===== config.mk =====
export PLATFORM = sky130hd
export DESIGN_NAME = voxel_ram_arbiter
export DESIGN_NICKNAME = d
export VERILOG_FILES = /design/src/rtl/voxel_ram_arbiter.sv
export SDC_FILE = /design/constraint.sdc
export NUM_CORES = 1
export LEC_CHECK = 0
export CORE_MARGIN = 2
export CORE_UTILIZATION = 33
export DETAILED_ROUTE_END_ITERATION = 7
export PLACE_DENSITY_LB_ADDON = 0.2
export SKIP_LAST_GASP = 1
export SYNTH_ARGS = -nofsm -noshare
export SYNTH_HDL_FRONTEND = slang
export SYNTH_SLANG_ARGS = --single-unit

===== constraint.sdc =====
create_clock -name clk_in -period 5.5 [get_ports clk_in]
set_clock_uncertainty 0.2 [all_clocks]
set_input_delay 1.65 -clock clk_in [delete_from_list [all_inputs] [get_ports clk_in]]
set_output_delay 1.65 -clock clk_in [all_outputs]
set_load 0.1 [all_outputs]

===== src/rtl/voxel_ram_arbiter.sv =====
// Round-robin arbiter sharing one voxel block-RAM read port among NUM_PORTS traversal units.
// Each issued read carries a port tag through a pipeline matched to the fixed RAM latency.

package voxel_pkg;
    typedef struct packed {
        logic [7:0] x;
        logic [7:0] y;
        logic [7:0] z;
    } BlockPos;

    typedef logic [7:0] BlockType;

    localparam BlockType BLOCK_AIR   = 8'd0;
    localparam BlockType BLOCK_STONE = 8'd1;
endpackage

module voxel_ram_arbiter
    import voxel_pkg::*;
#(
    parameter int NUM_PORTS   = 4,
    parameter int RAM_LATENCY = 2
) (
    input  logic                     clk_in,
    input  logic                     rst_in,
    input  BlockPos  [NUM_PORTS-1:0] req_addr,
    input  logic     [NUM_PORTS-1:0] req_en,
    output BlockType [NUM_PORTS-1:0] resp_data,
    output logic     [NUM_PORTS-1:0] resp_valid,
    output BlockPos                  mem_addr,
    output logic                     mem_read_enable,
    input  BlockType                 mem_out,
    output logic                     busy
);
    localparam int IDX_W = $clog2(NUM_PORTS);
    typedef logic [IDX_W-1:0] idx_t;
    localparam idx_t LAST_IDX = idx_t'(NUM_PORTS - 1);

    logic [1:0]             rst_sync;
    logic                   rst_n;
    logic [NUM_PORTS-1:0]   pending;
    logic [NUM_PORTS-1:0]   pending_next;
    logic [NUM_PORTS-1:0]   eligible;
    logic [NUM_PORTS-1:0]   grant_vec;
    logic                   grant_valid;
    idx_t                   grant_idx;
    idx_t                   rr_ptr;
    idx_t                   issue_idx;
    logic [RAM_LATENCY-1:0] tag_valid;
    idx_t [RAM_LATENCY-1:0] tag_idx;
    int                     cand;

    // Assertion reaches every flop at once; release is re-timed to clk_in.
    always_ff @(posedge clk_in or negedge rst_in) begin
        if (!rst_in) begin
            rst_sync <= 2'b00;
        end else begin
            rst_sync <= {rst_sync[0], 1'b1};
        end
    end

    assign rst_n = rst_sync[1];

    // NOTE: every signal driven here gets a default first, so no path can infer a latch.
    always_comb begin
        eligible    = req_en & ~pending & ~resp_valid;
        grant_valid = 1'b0;
        grant_idx   = rr_ptr;
        grant_vec   = '0;
        cand        = 0;
        for (int k = 1; k <= NUM_PORTS; k++) begin
            cand = (int'(rr_ptr) + k) % NUM_PORTS;
            if (!grant_valid && eligible[idx_t'(cand)]) begin
                grant_valid = 1'b1;
                grant_idx   = idx_t'(cand);
            end
        end
        if (grant_valid) begin
            grant_vec[grant_idx] = 1'b1;
        end
        pending_next = (pending & ~resp_valid) | grant_vec;
    end

    // NOTE: state uses non-blocking assignments so every flop samples pre-edge values.
    always_ff @(posedge clk_in or negedge rst_n) begin
        if (!rst_n) begin
            rr_ptr          <= LAST_IDX;
            pending         <= '0;
            busy            <= 1'b0;
            mem_addr        <= '0;
            mem_read_enable <= 1'b0;
            tag_valid       <= '0;
            resp_valid      <= '0;
            resp_data       <= {NUM_PORTS{BLOCK_AIR}};
        end else begin
            pending         <= pending_next;
            busy            <= |pending_next;
            mem_read_enable <= grant_valid;
            if (grant_valid) begin
                rr_ptr   <= grant_idx;
                mem_addr <= req_addr[grant_idx];
            end

            // Stage 0 follows the issue register, so the tail lines up with mem_out.
            tag_valid[0] <= mem_read_enable;
            for (int s = 1; s < RAM_LATENCY; s++) begin
                tag_valid[s] <= tag_valid[s-1];
            end

            resp_valid <= '0;
            if (tag_valid[RAM_LATENCY-1]) begin
                resp_valid[tag_idx[RAM_LATENCY-1]] <= 1'b1;
                resp_data[tag_idx[RAM_LATENCY-1]]  <= mem_out;
            end
        end
    end

    // NOTE: the index pipeline is left unreset; its contents only matter when the matching valid is set.
    always_ff @(posedge clk_in) begin
        issue_idx  <= grant_idx;
        tag_idx[0] <= issue_idx;
        for (int s = 1; s < RAM_LATENCY; s++) begin
            tag_idx[s] <= tag_idx[s-1];
        end
    end

endmodule


Figure 1. Signal wires on met1.
Scale: 2 px per um. Supply wires on this layer in grey.
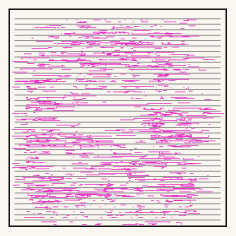
wire length on this layer: 3990 um
longest straight run: 34.5 um
main direction: horizontal

Figure 2. Clock wires, drivers and flops.
Scale: 3 px per um.
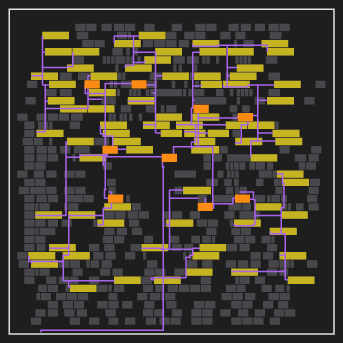
legend:
  clock-net drivers:
    colour: orange
    count: 9
  flip-flops:
    colour: yellow
    count: 78
  clock wires:
    colour: purple
    length: 985 um
routed clock nets: 10
flops lie: all over the die

Figure 3. Placement density heat map.
Scale: 3 px per um. 11 x 11 tiles, from white (low) to dark blue (high), 0 to 100% covered.
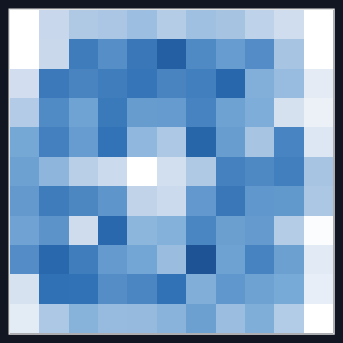
fullest tile: 85%
emptiest ninth of the die: north-east
mean over tiles: 47%
nearly empty tiles: 5.8%
tiles over 75% full: 5.0%

Figure 4. Met3 routing.
Scale: 4 px per um.
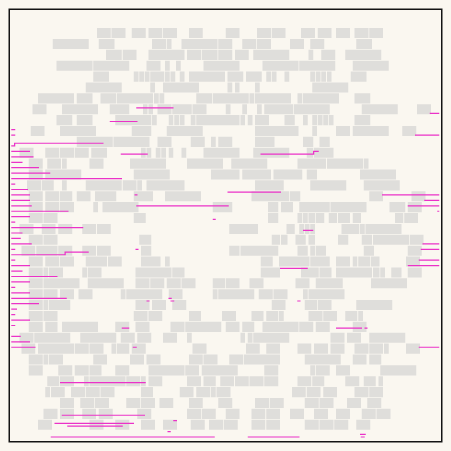
nets with wire on the layer: 63
share of all routed wire: 5.1%
main direction: horizontal
wire length on this layer: 515 um
longest straight run: 40.7 um

Figure 5. Clock nets.
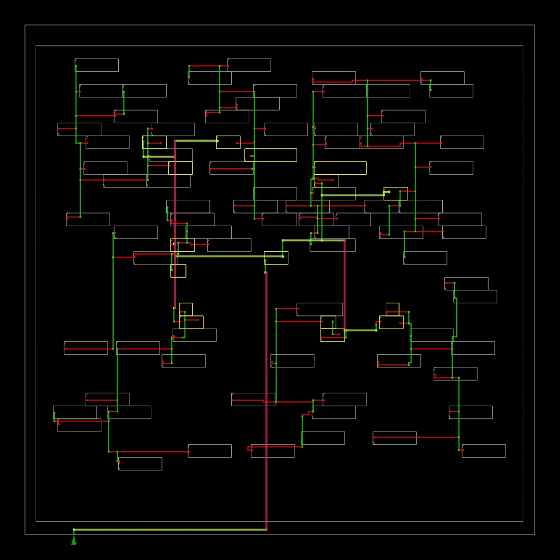
total CTS buffers: 9
clk_buf instances: 10

==> Slide: Implementation Results <==
Implementation Results

Status
  • Outcome: completed

Setup path
  • Crit path largest cell delay: about 0.75 ns
  • Crit path arrival time: about 4 ns
  • Worst Reg2Reg Path Length in Cells: 6
  • CP required: approximately 5.5 ns
  • Max FO, Critical Path: 32
  • Critical Path, Cell by Cell: clkdlybuf4s50_1, nor3b_4, a22oi_2, o211ai_4, buf_12, mux2i_1, a221oi_1
  • Crit-path leading delay family: AND-OR/OR-AND gates
  • CP max-delay cell: o211ai_4
  • CP Depth: 7
  • CP Buf/Inv Count: 2

Timing
  • RSZ-0062 raised after global routing: false
  • Min Hold Slack: approximately 0.065 ns
  • Max-slew violation count: 0
  • Final Critical Period: between 3 and 4 ns
  • Worst-Margin Slew: around 1.0 ns
  • Final Cycle Share: ~72%
  • Post-route setup slack: about 1.5 ns
  • Final Setup Violations: 0

Synth
  • Synthesis warning total: 0
  • Yosys stat chip area: approximately 3600 um2
  • Post-Syn Nets: 408
  • Mean Syn Cell Area: roughly 12 um2
  • Ys async rst share: 92.3%
  • Seq/Total Area, Yosys: 54.2%
  • Cell variety after synth: ~45
  • Yosys reg bits: 78

Finish
  • Flop area: between 1500 and 2000 um2
  • Final Util: between 50% and 60%
  • Layout fillers: slightly above 900
  • Logic Gate Count: roughly 200
  • Non-CTS inverters: 7
  • Ratio of cells with drive above 1 in the final layout: about 12%
  • Buffers, non-clock: around 180
  • Top cell category: sequential cells
  • Post-Layout Inst Area: 5590 um2
  • Clk cell area share: approximately 4.1%
  • Combinational share of cell area: about a quarter
  • Num sequential: 78
  • # nets final: 581
  • Antenna Cells: 0
  • Flop share of the area: roughly a third
  • Dominant logic cell type in the layout: clkdlybuf4s50_1
  • Buffer share of cell area: 31.4%

Route
  • DR iter-0 viols: approximately 110
  • Top routing layer used: met4
  • M1 WL: approximately 4000 um
  • DRC viols: 0
  • Met3 WL: between 500 and 600 um
  • Routed length on met2: 5270 um
  • Via density per instance: roughly 4.9
  • Total Routed Length: 10100 um
  • Drt wl/cell: 16.5 um
  • Detailed Routing Iterations Pass 1: 4
  • Vias: 2977

Place
  • Dpl cell area: 5360 um2
  • Placed cells: 596
  • RD Place Congestion: 0.798
  • Post-DP HPWL: roughly 7500 um
  • Pre-CTS setup slack: 1.14 ns

Min path
  • Hold Crit Class: flip-flop to asynchronous set/reset pin

Global route
  • Met1 global-route usage: 20.8%
  • Met3 Resource Use GR: 5.08%
  • Largest net degree at the start of global routing: 48

Clock tree
  • Clock-pin slew on the worst setup and hold paths: about 0.080 ns
  • Clock sinks: slightly below 80
  • Cts hold-fix bufs: 0
  • Skew-Pair Late Insertion Delay: 0.35 ns
  • Clock Tree Root: clkbuf_8
  • CTS tree: built

Flow run
  • Max Cap Viol: 0
  • OpenROAD warnings: 26

Floorplanning
  • FP Core Util: between 30% and 40%
  • Chip height: roughly 110 um
  • Die span in x: 108 um
  • N_taps: between 100 and 150
  • I/O pin cnt: 172
## cells by family after synthesis
group	Yosys count	synth area share [%]
compound gates	40	10.6
buf+inv	20	4.37
flops	78	54.2
mux	64	18.6
other cells	1	0.106
simple gates	95	12.1
## state kept, by name, indices dropped and copies added, names as in the netlist
signal and cells:
mem_read_enable 1, tag_idx 4, rr_ptr 2, busy 1, resp_data 32, pending 4, mem_addr 24, tag_valid 2
issue_idx 2, rst_sync 2, resp_valid 4
## synth_stat cells, types with 3 or more instances
master,instances,share of area [%]
mux2i_1,48,14
buf_6,3,0.95
a221oi_1,20,4.9
dfxtp_1,6,3.4
buf_2,4,0.56
inv_1,4,0.42
nor2_1,26,2.7
buf_12,3,1.7
mux2_2,16,5.1
dfrtp_1,70,49
nor2b_1,4,0.70
nand2_1,51,5.4
a221oi_2,4,1.7
## path summary, 6_finish.rpt
kind / start / end / slack [ns]
min in group clk_in: tag_idx[1]$_DFF_P_ / tag_idx[3]$_DFF_P_ / 0.13
hold / removal: rst_sync[1]$_DFF_PN0_ / mem_addr[7]$_DFFE_PN0P_ / 0.06
setup / recovery: req_en[3] / mem_addr[21]$_DFFE_PN0P_ / 1.53
setup reg to reg: resp_valid[3]$_DFF_PN0_ / mem_addr[21]$_DFFE_PN0P_ / 2.82
max in group asynchronous: rst_in / rst_sync[1]$_DFF_PN0_ / 3.71
hold reg to reg: rst_sync[1]$_DFF_PN0_ / mem_addr[7]$_DFFE_PN0P_ / 0.06
